### Signal wires on met1, run 1

Supply wires on this layer in gray.
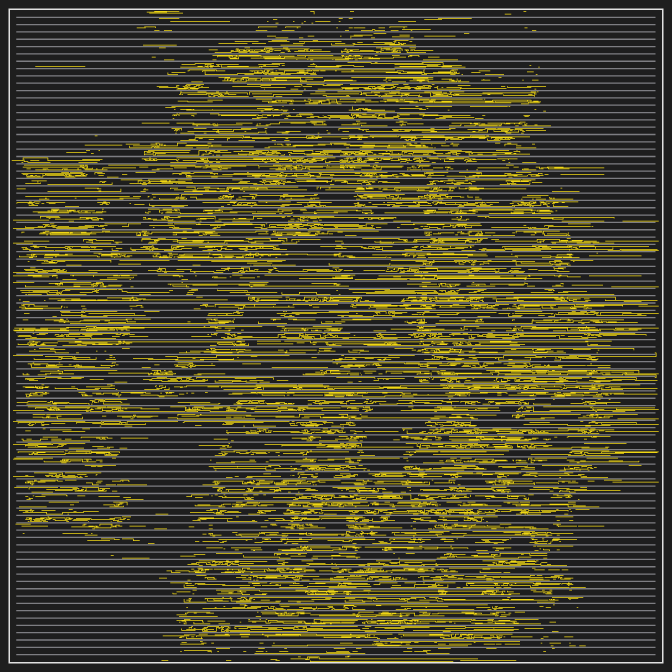
### Cells colored by class, run 1

The bar under the picture is 50 um long. Fill, decap, tap and diode cells in gray.
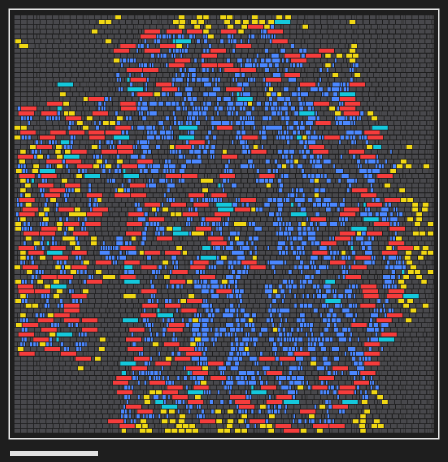
### Routing congestion map, run 1

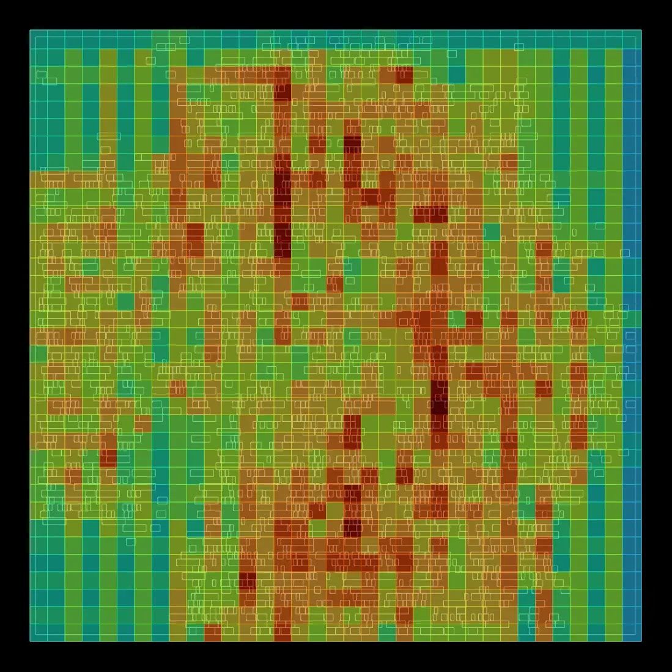
### Placement density heat map, run 1

The die is cut into 24 by 24 equal tiles; white is low, dark blue is high, 0 to 100% covered.
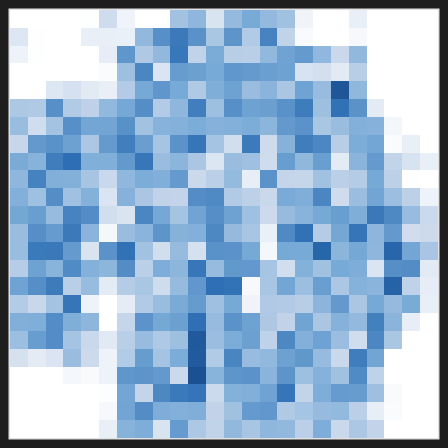
## src/rtl/div_iter_u_pkg.sv

```systemverilog
// rtl/div_iter_u_pkg.sv - FSM encoding and parameter legality check for the iterative divider
package div_iter_u_pkg;

  typedef enum logic [1:0] {
    ST_IDLE = 2'd0,
    ST_CALC = 2'd1,
    ST_DONE = 2'd2
  } state_t;

  function automatic bit params_ok(input int data_width, input int bits_per_cycle);
    return (data_width >= 8) && (data_width % 2 == 0) &&
           (bits_per_cycle == 1 || bits_per_cycle == 2 || bits_per_cycle == 4) &&
           (data_width % bits_per_cycle == 0);
  endfunction

endpackage

```

## src/rtl/div_iter_u_step.sv

```systemverilog
// rtl/div_iter_u_step.sv - one combinational restoring shift-subtract step
module div_iter_u_step #(
  parameter int W = 64
) (
  input  logic [W:0]   rem_in,
  input  logic         numer_bit,
  input  logic [W-1:0] denom,
  output logic [W:0]   rem_out,
  output logic         q_bit
);

  logic [W+1:0] rem_sh;

  // Compare on the full shifted value so rem_in[W] participates; the result always fits in W+1 bits.
  assign rem_sh  = {rem_in, numer_bit};
  assign q_bit   = (rem_sh >= {2'b00, denom});
  assign rem_out = rem_sh[W:0] - ({1'b0, denom} & {(W + 1){q_bit}});

endmodule

```

## src/rtl/div_iter_u.sv

```systemverilog
// rtl/div_iter_u.sv - iterative unsigned divider with valid/ready handshake and divide-by-zero flag
module div_iter_u
  import div_iter_u_pkg::*;
#(
  parameter int DATA_WIDTH     = 64,
  parameter int BITS_PER_CYCLE = 1
) (
  input  logic                  sys_clk,
  input  logic                  sys_rst_n,
  input  logic                  in_valid,
  output logic                  in_ready,
  input  logic [DATA_WIDTH-1:0] numer_sig,
  input  logic [DATA_WIDTH-1:0] denom_sig,
  output logic                  out_valid,
  input  logic                  out_ready,
  output logic [DATA_WIDTH-1:0] quotient_sig,
  output logic [DATA_WIDTH-1:0] remain_sig,
  output logic                  div_by_zero,
  output logic                  busy
);

  localparam int N     = DATA_WIDTH / BITS_PER_CYCLE;
  localparam int CNT_W = (N > 1) ? $clog2(N) : 1;
  localparam logic [CNT_W-1:0]      LAST         = CNT_W'(N - 1);
  localparam logic [DATA_WIDTH-1:0] DBZ_QUOTIENT = '1;

  if (!params_ok(DATA_WIDTH, BITS_PER_CYCLE)) begin : g_bad_params
    $error("div_iter_u: illegal DATA_WIDTH/BITS_PER_CYCLE combination");
  end

  state_t                  state_q, state_d;
  logic [CNT_W-1:0]        cnt_q;
  logic [DATA_WIDTH-1:0]   numer_q;
  logic [DATA_WIDTH-1:0]   denom_q;
  logic [DATA_WIDTH:0]     rem_q;
  logic [DATA_WIDTH-1:0]   quot_q;
  logic                    dbz_q;
  logic [DATA_WIDTH:0]     rem_next;
  logic [BITS_PER_CYCLE-1:0] q_bits;
  logic                    accept;
  logic                    denom_zero;

  assign accept     = in_valid & in_ready;
  assign denom_zero = (denom_sig == '0);

  // Step i consumes numerator bit W-1-i, so quotient bits land MSB first.
  for (genvar i = 0; i < BITS_PER_CYCLE; i++) begin : g_step
    logic [DATA_WIDTH:0] rem_i;
    logic [DATA_WIDTH:0] rem_o;
    if (i == 0) begin : g_first
      assign rem_i = rem_q;
    end else begin : g_next
      assign rem_i = g_step[i-1].rem_o;
    end
    div_iter_u_step #(.W(DATA_WIDTH)) u_step (
      .rem_in    (rem_i),
      .numer_bit (numer_q[DATA_WIDTH-1-i]),
      .denom     (denom_q),
      .rem_out   (rem_o),
      .q_bit     (q_bits[BITS_PER_CYCLE-1-i])
    );
  end

  assign rem_next = g_step[BITS_PER_CYCLE-1].rem_o;

  always_ff @(posedge sys_clk or negedge sys_rst_n) begin
    if (!sys_rst_n) begin
      state_q <= ST_IDLE;
    end else begin
      state_q <= state_d;
    end
  end

  always_comb begin
    state_d   = state_q;
    in_ready  = 1'b0;
    out_valid = 1'b0;
    busy      = 1'b1;
    case (state_q)
      ST_IDLE: begin
        in_ready = 1'b1;
        busy     = 1'b0;
        if (in_valid) state_d = denom_zero ? ST_DONE : ST_CALC;
      end
      ST_CALC: begin
        if (cnt_q == LAST) state_d = ST_DONE;
      end
      ST_DONE: begin
        out_valid = 1'b1;
        if (out_ready) state_d = ST_IDLE;
      end
      default: state_d = ST_IDLE;
    endcase
  end

  always_ff @(posedge sys_clk or negedge sys_rst_n) begin
    if (!sys_rst_n) begin
      cnt_q   <= '0;
      numer_q <= '0;
      denom_q <= '0;
      rem_q   <= '0;
      quot_q  <= '0;
      dbz_q   <= 1'b0;
    end else begin
      case (state_q)
        ST_IDLE: begin
          if (accept) begin
            numer_q <= numer_sig;
            denom_q <= denom_sig;
            cnt_q   <= '0;
            dbz_q   <= denom_zero;
            // Zero divisor reuses the legacy encoding: all-ones quotient, numerator as remainder.
            if (denom_zero) begin
              quot_q <= DBZ_QUOTIENT;
              rem_q  <= {1'b0, numer_sig};
            end else begin
              quot_q <= '0;
              rem_q  <= '0;
            end
          end
        end
        ST_CALC: begin
          numer_q <= numer_q << BITS_PER_CYCLE;
          rem_q   <= rem_next;
          quot_q  <= {quot_q[DATA_WIDTH-BITS_PER_CYCLE-1:0], q_bits};
          cnt_q   <= cnt_q + CNT_W'(1);
        end
        ST_DONE: begin
          if (out_ready) dbz_q <= 1'b0;
        end
        default: ;
      endcase
    end
  end

  assign quotient_sig = quot_q;
  assign remain_sig   = rem_q[DATA_WIDTH-1:0];
  assign div_by_zero  = dbz_q;

endmodule

```

## config.mk

```make
export PLATFORM = sky130hd
export DESIGN_NAME = div_iter_u
export DESIGN_NICKNAME = d
export VERILOG_FILES = /design/src/rtl/div_iter_u_pkg.sv /design/src/rtl/div_iter_u_step.sv /design/src/rtl/div_iter_u.sv
export SDC_FILE = /design/constraint.sdc
export NUM_CORES = 1
export LEC_CHECK = 0
export ABC_CLOCK_PERIOD_IN_PS = 6200
export CAP_MARGIN = 20
export CORE_MARGIN = 2
export CORE_UTILIZATION = 31
export DETAILED_ROUTE_END_ITERATION = 8
export PLACE_DENSITY = 0.52
export SETUP_SLACK_MARGIN = 0.2
export SLEW_MARGIN = 20
export SYNTH_ARGS = -nofsm -noshare
export SYNTH_HDL_FRONTEND = slang
export SYNTH_SLANG_ARGS = --single-unit
```

## constraint.sdc

```tcl
create_clock -name sys_clk -period 6.2 [get_ports sys_clk]
set_clock_uncertainty 0.2 [all_clocks]
set_input_delay 0.62 -clock sys_clk [delete_from_list [all_inputs] [get_ports sys_clk]]
set_output_delay 0.62 -clock sys_clk [all_outputs]
set_load 0.01 [all_outputs]
```

==> impl_metrics.yaml, run 1 <==
# yosys + openroad results
global_route:
  grt_max_degree: 105
  grt_pass1_wl_um: 100600
  use_met3: 0.04298
  use_met2: 0.3384
  top_usage_layer: "met2"
  grt-ovfl-total: 0
  grt_pass1_vias: 16128
placement:
  place_area_um2: 20580
  place.gp.congestion: 0.8967
  preCtsSetupSlack_ns: 0.2862
  hpwl_um: 48580
floorplanning:
  fp-row-count: 87
  core_um2: 56170
  fp_util: 0.3128
  io_pins: 264
  die_x_um: 242.1
  dieArea_um2: 58600
  taps: 756
  fp.dieH_um: 242.1
yosys:
  yosys.cell_types.count: 76
  topCellsByArea: "dfrtp_1 (38%), nand2_1 (9.3%), ha_1 (9.2%), o21ai_0 (5.6%), a21oi_1 (5.3%)"
  synth-edff-count: 0
  most_common_cell: "nand2_1"
  syn-mean-instance-area_um2: 8.056
  synth-simple-area-share: 0.1875
  mux_area_frac: 0.001780
  ys.flop_type: "dfrtp_1"
  synth_area_um2: 17570
  ys_top_logic_family: "AND-OR/OR-AND gates"
  synthTopCellsByCount: "nand2_1 (436), dfrtp_1 (266), o21ai_0 (195)"
  ys_sh_adder: 0.09301
  ys_sh_aoi: 0.2379
  ys.flops: 266
  syn_inst: 2181
  yosysChipArea_um2: 17570
worst_setup_path:
  crit_buf_inv: 2
  path_cells: "ha_1 > a21o_1 > a21o_1 > a21o_1 > a21o_1 > a2111oi_1 > buf_4 > nand4_1 > a31oi_2 > nor2_4 > buf_12 > nand2_1 > ha_1 > nor2b_1 > o31a_1 > o311ai_0 > o211ai_1 > a21o_1 > o21ai_4 > o21ai_0 > xnor2_1 > o21ai_0"
  worstSetupEndpointType: "flop"
  crit_family: "AND-OR/OR-AND gates"
  crit_type: "reg2reg"
  timing.reg2reg.setup_slack_ns: 0.43
  r2r-end: "g_step[0].rem_i[62]$_DFFE_PN0P_"
  rr_startpoint: "g_step[0].rem_i[58]$_DFFE_PN0P_"
  startpoint: "g_step[0].rem_i[58]$_DFFE_PN0P_"
  critPathSlowestCell: "a2111oi_1"
  required_ns: 6.40
  ff2ff_path_depth: 22
  crit_arrival_ns: 5.98
  cp-endpoint: "g_step[0].rem_i[62]$_DFFE_PN0P_"
cts:
  numCtsBuffers: 36
  cts_setup_buffers: 0
  ctsHoldBuffers: 1
  cts.sinks: 266
  path_clk_slew_ns: 0.06
  cts_tree: "done"
  cts_max_path_buffers: 3
  clkLatencyLatePin_ns: 0.56
  cts_resized: 0
  clockRootBuffer: "clkbuf_16"
  h-tree-depth: 2
sta:
  maxSlewViolCount: 0
  finalWorstSetupSlack_ns: 0.4270
  setup_viol: 0
  slew_headroom: 0.2862
  period_used_share: 0.9311
  tightest_slew_ns: 1.071
  period_needed_ns: 5.773
  hold-worst-slack_ns: 0.2873
  fmax_ghz: 0.1732
cells_and_area:
  n_antenna_cell: 1
  signal_buffers: 304
  drive_gt1_frac: 0.05442
  dominant_cells: "multi-input combinational cells"
  num-nonclk-inverters: 86
  most-common-layout-cells: "nand2_1 (435), dfrtp_1 (266), clkdlybuf4s50_1 (262)"
  fin_cells: 3109
  seqAreaFraction: 0.3056
  nonClkBufAreaFrac: 0.1397
  syn_to_final_growth_pct: 23.96
  fin_util: 0.3877
  fillers: 5785
  flop_area_um2: 6656
  largest_reg_flops: 65
  clock_area_frac: 0.05119
  comb_share: 0.4451
  clock_buffers: 53
  multiInputCombCellCount: 1634
  finalNetCount: 2590
  lay_top_count: "nand2_1"
  comb_area_um2: 9693
worst_hold_path:
  whs_endpoint: "cnt_q[5]$_DFFE_PN0P_"
  min_from: "cnt_q[5]$_DFFE_PN0P_"
  hold_class: "reg2reg"
route:
  top_layer_used: "met5"
  ant_nets: 0
  vias: 16450
  drtPass1Iterations: 5
  dr_wl_met3_um: 4149
  wl_um: 65470
  drcViolationCount: 0
  route.met2.wl_um: 28740
  via_per_inst: 5.291
  drt-met1-wl_um: 30850
  drtIter0Drc: 1090
flow_run:
  warnings: 29
  maxCapViolCount: 0
status:
  status: "complete, no violations"
Notes on 'Signal wires on met1' above:
- share of all routed wire: 47%
- wire length on this layer: 30.9 mm
- longest straight run: 77.3 um
- nets with wire on the layer: 2419

Notes on 'Cells colored by class' above:
- yellow: remaining buffers and delay cells (cells 304)
- blue: remaining logic cells (cells 1720)
- cyan: clock drivers and dummy loads (cells 62)
- red: sequential cells (cells 266)

Notes on 'Routing congestion map' above:
met1 Use GR: 0.3081
DR WL/cell: 21.06 um
GRT Total Usage: 0.2189

Notes on 'Placement density heat map' above:
- fullest tile: 87%
- tiles over 75% full: 1.4%
- mean over tiles: 36%

==> inputs of run 2 (changes only) <==
CAP_MARGIN = 10   (was 20)
CTS_CLUSTER_DIAMETER = 100   (was unset)
### M4 wires, run 2

The bar under the picture is 50 um long. Supply wires on this layer in gray.
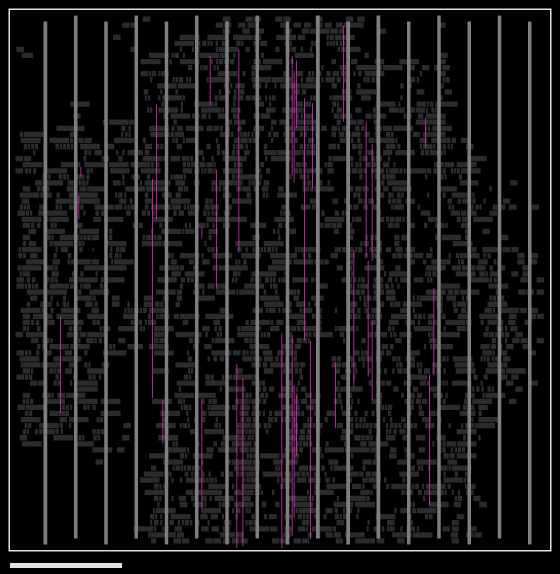
- main direction: vertical
- longest straight run: 108 um
- share of all routed wire: 2.6%
- wire length on this layer: 1680 um
- nets with wire on the layer: 24

### Placement density heat map, run 2

The die is cut into 24 by 24 equal tiles; white is low, dark blue is high, 0 to 100% covered.
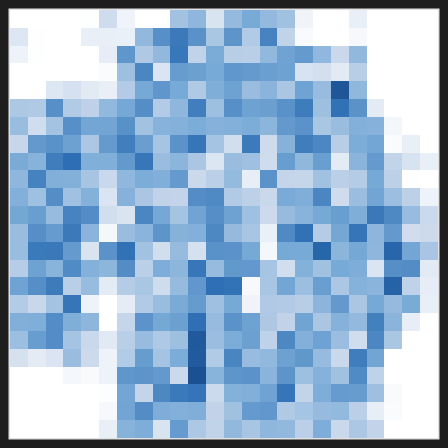
- emptiest ninth of the die: top right
- mean over tiles: 36%
- nearly empty tiles: 16%
- tiles over 75% full: 1.4%
- fullest tile: 87%

==> impl_metrics.yaml, run 2 <==
# yosys + openroad results
route:
  routedWlPerCell_um: 21.06
  drt-met1-wl_um: 30850
  drcViolationCount: 0
  vias: 16450
  drtPass1Iterations: 5
  top_layer_used: "met5"
  drtIter0Drc: 1090
  ant_nets: 0
  via_per_inst: 5.291
  dr_wl_met3_um: 4149
  wl_um: 65470
cells_and_area:
  multiInputCombCellCount: 1634
  finalNetCount: 2590
  lay_top_count: "nand2_1"
  n_antenna_cell: 1
  largest_reg_flops: 65
  num-nonclk-inverters: 86
  fillers: 5785
  syn_to_final_growth_pct: 23.96
  seqAreaFraction: 0.3056
  clock_area_frac: 0.05119
  fin_cells: 3109
  clock_buffers: 53
  dominant_cells: "multi-input combinational cells"
  drive_gt1_frac: 0.05442
  nonClkBufAreaFrac: 0.1397
  fin_util: 0.3877
  signal_buffers: 304
  comb_share: 0.4451
  most-common-layout-cells: "nand2_1 (435), dfrtp_1 (266), clkdlybuf4s50_1 (262)"
  comb_area_um2: 9693
floorplanning:
  die_x_um: 242.1
  fp-row-count: 87
  dieArea_um2: 58600
  io_pins: 264
  taps: 756
  core_um2: 56170
  fp_util: 0.3128
placement:
  place_area_um2: 20580
  hpwl_um: 48580
  place.gp.congestion: 0.8967
  preCtsSetupSlack_ns: 0.2862
global_route:
  grt_pass1_vias: 16128
  gr-usage-all-layers: 0.2189
  grt-ovfl-total: 0
  use_met2: 0.3384
  grt_pass1_wl_um: 100600
  grt_max_degree: 105
  use_met3: 0.04298
  top_usage_layer: "met2"
flow_run:
  maxCapViolCount: 0
  warnings: 29
worst_setup_path:
  worstSetupEndpointType: "flop"
  crit_buf_inv: 2
  timing.reg2reg.setup_slack_ns: 0.43
  r2r-end: "g_step[0].rem_i[62]$_DFFE_PN0P_"
  required_ns: 6.40
  crit_arrival_ns: 5.98
  crit_type: "reg2reg"
  cp-endpoint: "g_step[0].rem_i[62]$_DFFE_PN0P_"
  crit_family: "AND-OR/OR-AND gates"
  startpoint: "g_step[0].rem_i[58]$_DFFE_PN0P_"
  critPathSlowestCell: "a2111oi_1"
yosys:
  ys.flop_type: "dfrtp_1"
  synth_area_um2: 17570
  syn-mean-instance-area_um2: 8.056
  ys.flops: 266
  ys_sh_aoi: 0.2379
  yosysChipArea_um2: 17570
  synthTopCellsByCount: "nand2_1 (436), dfrtp_1 (266), o21ai_0 (195)"
  yosys.cell_types.count: 76
  synth-simple-area-share: 0.1875
  topCellsByArea: "dfrtp_1 (38%), nand2_1 (9.3%), ha_1 (9.2%), o21ai_0 (5.6%), a21oi_1 (5.3%)"
  most_common_cell: "nand2_1"
  ys_sh_adder: 0.09301
  mux_area_frac: 0.001780
sta:
  maxSlewViolCount: 0
  period_used_share: 0.9311
  hold-worst-slack_ns: 0.2873
  setup_viol: 0
  fmax_ghz: 0.1732
  tightest_slew_ns: 1.071
  finalWorstSetupSlack_ns: 0.4270
status:
  status: "complete, no violations"
cts:
  cts.sinks: 266
  clockRootBuffer: "clkbuf_16"
  cts_max_path_buffers: 3
  cts_setup_buffers: 0
  h-tree-depth: 2
  cts_tree: "done"
  ctsHoldBuffers: 1
  cts_resized: 0
worst_hold_path:
  min_from: "cnt_q[5]$_DFFE_PN0P_"
  hold_class: "reg2reg"
  whs_endpoint: "cnt_q[5]$_DFFE_PN0P_"
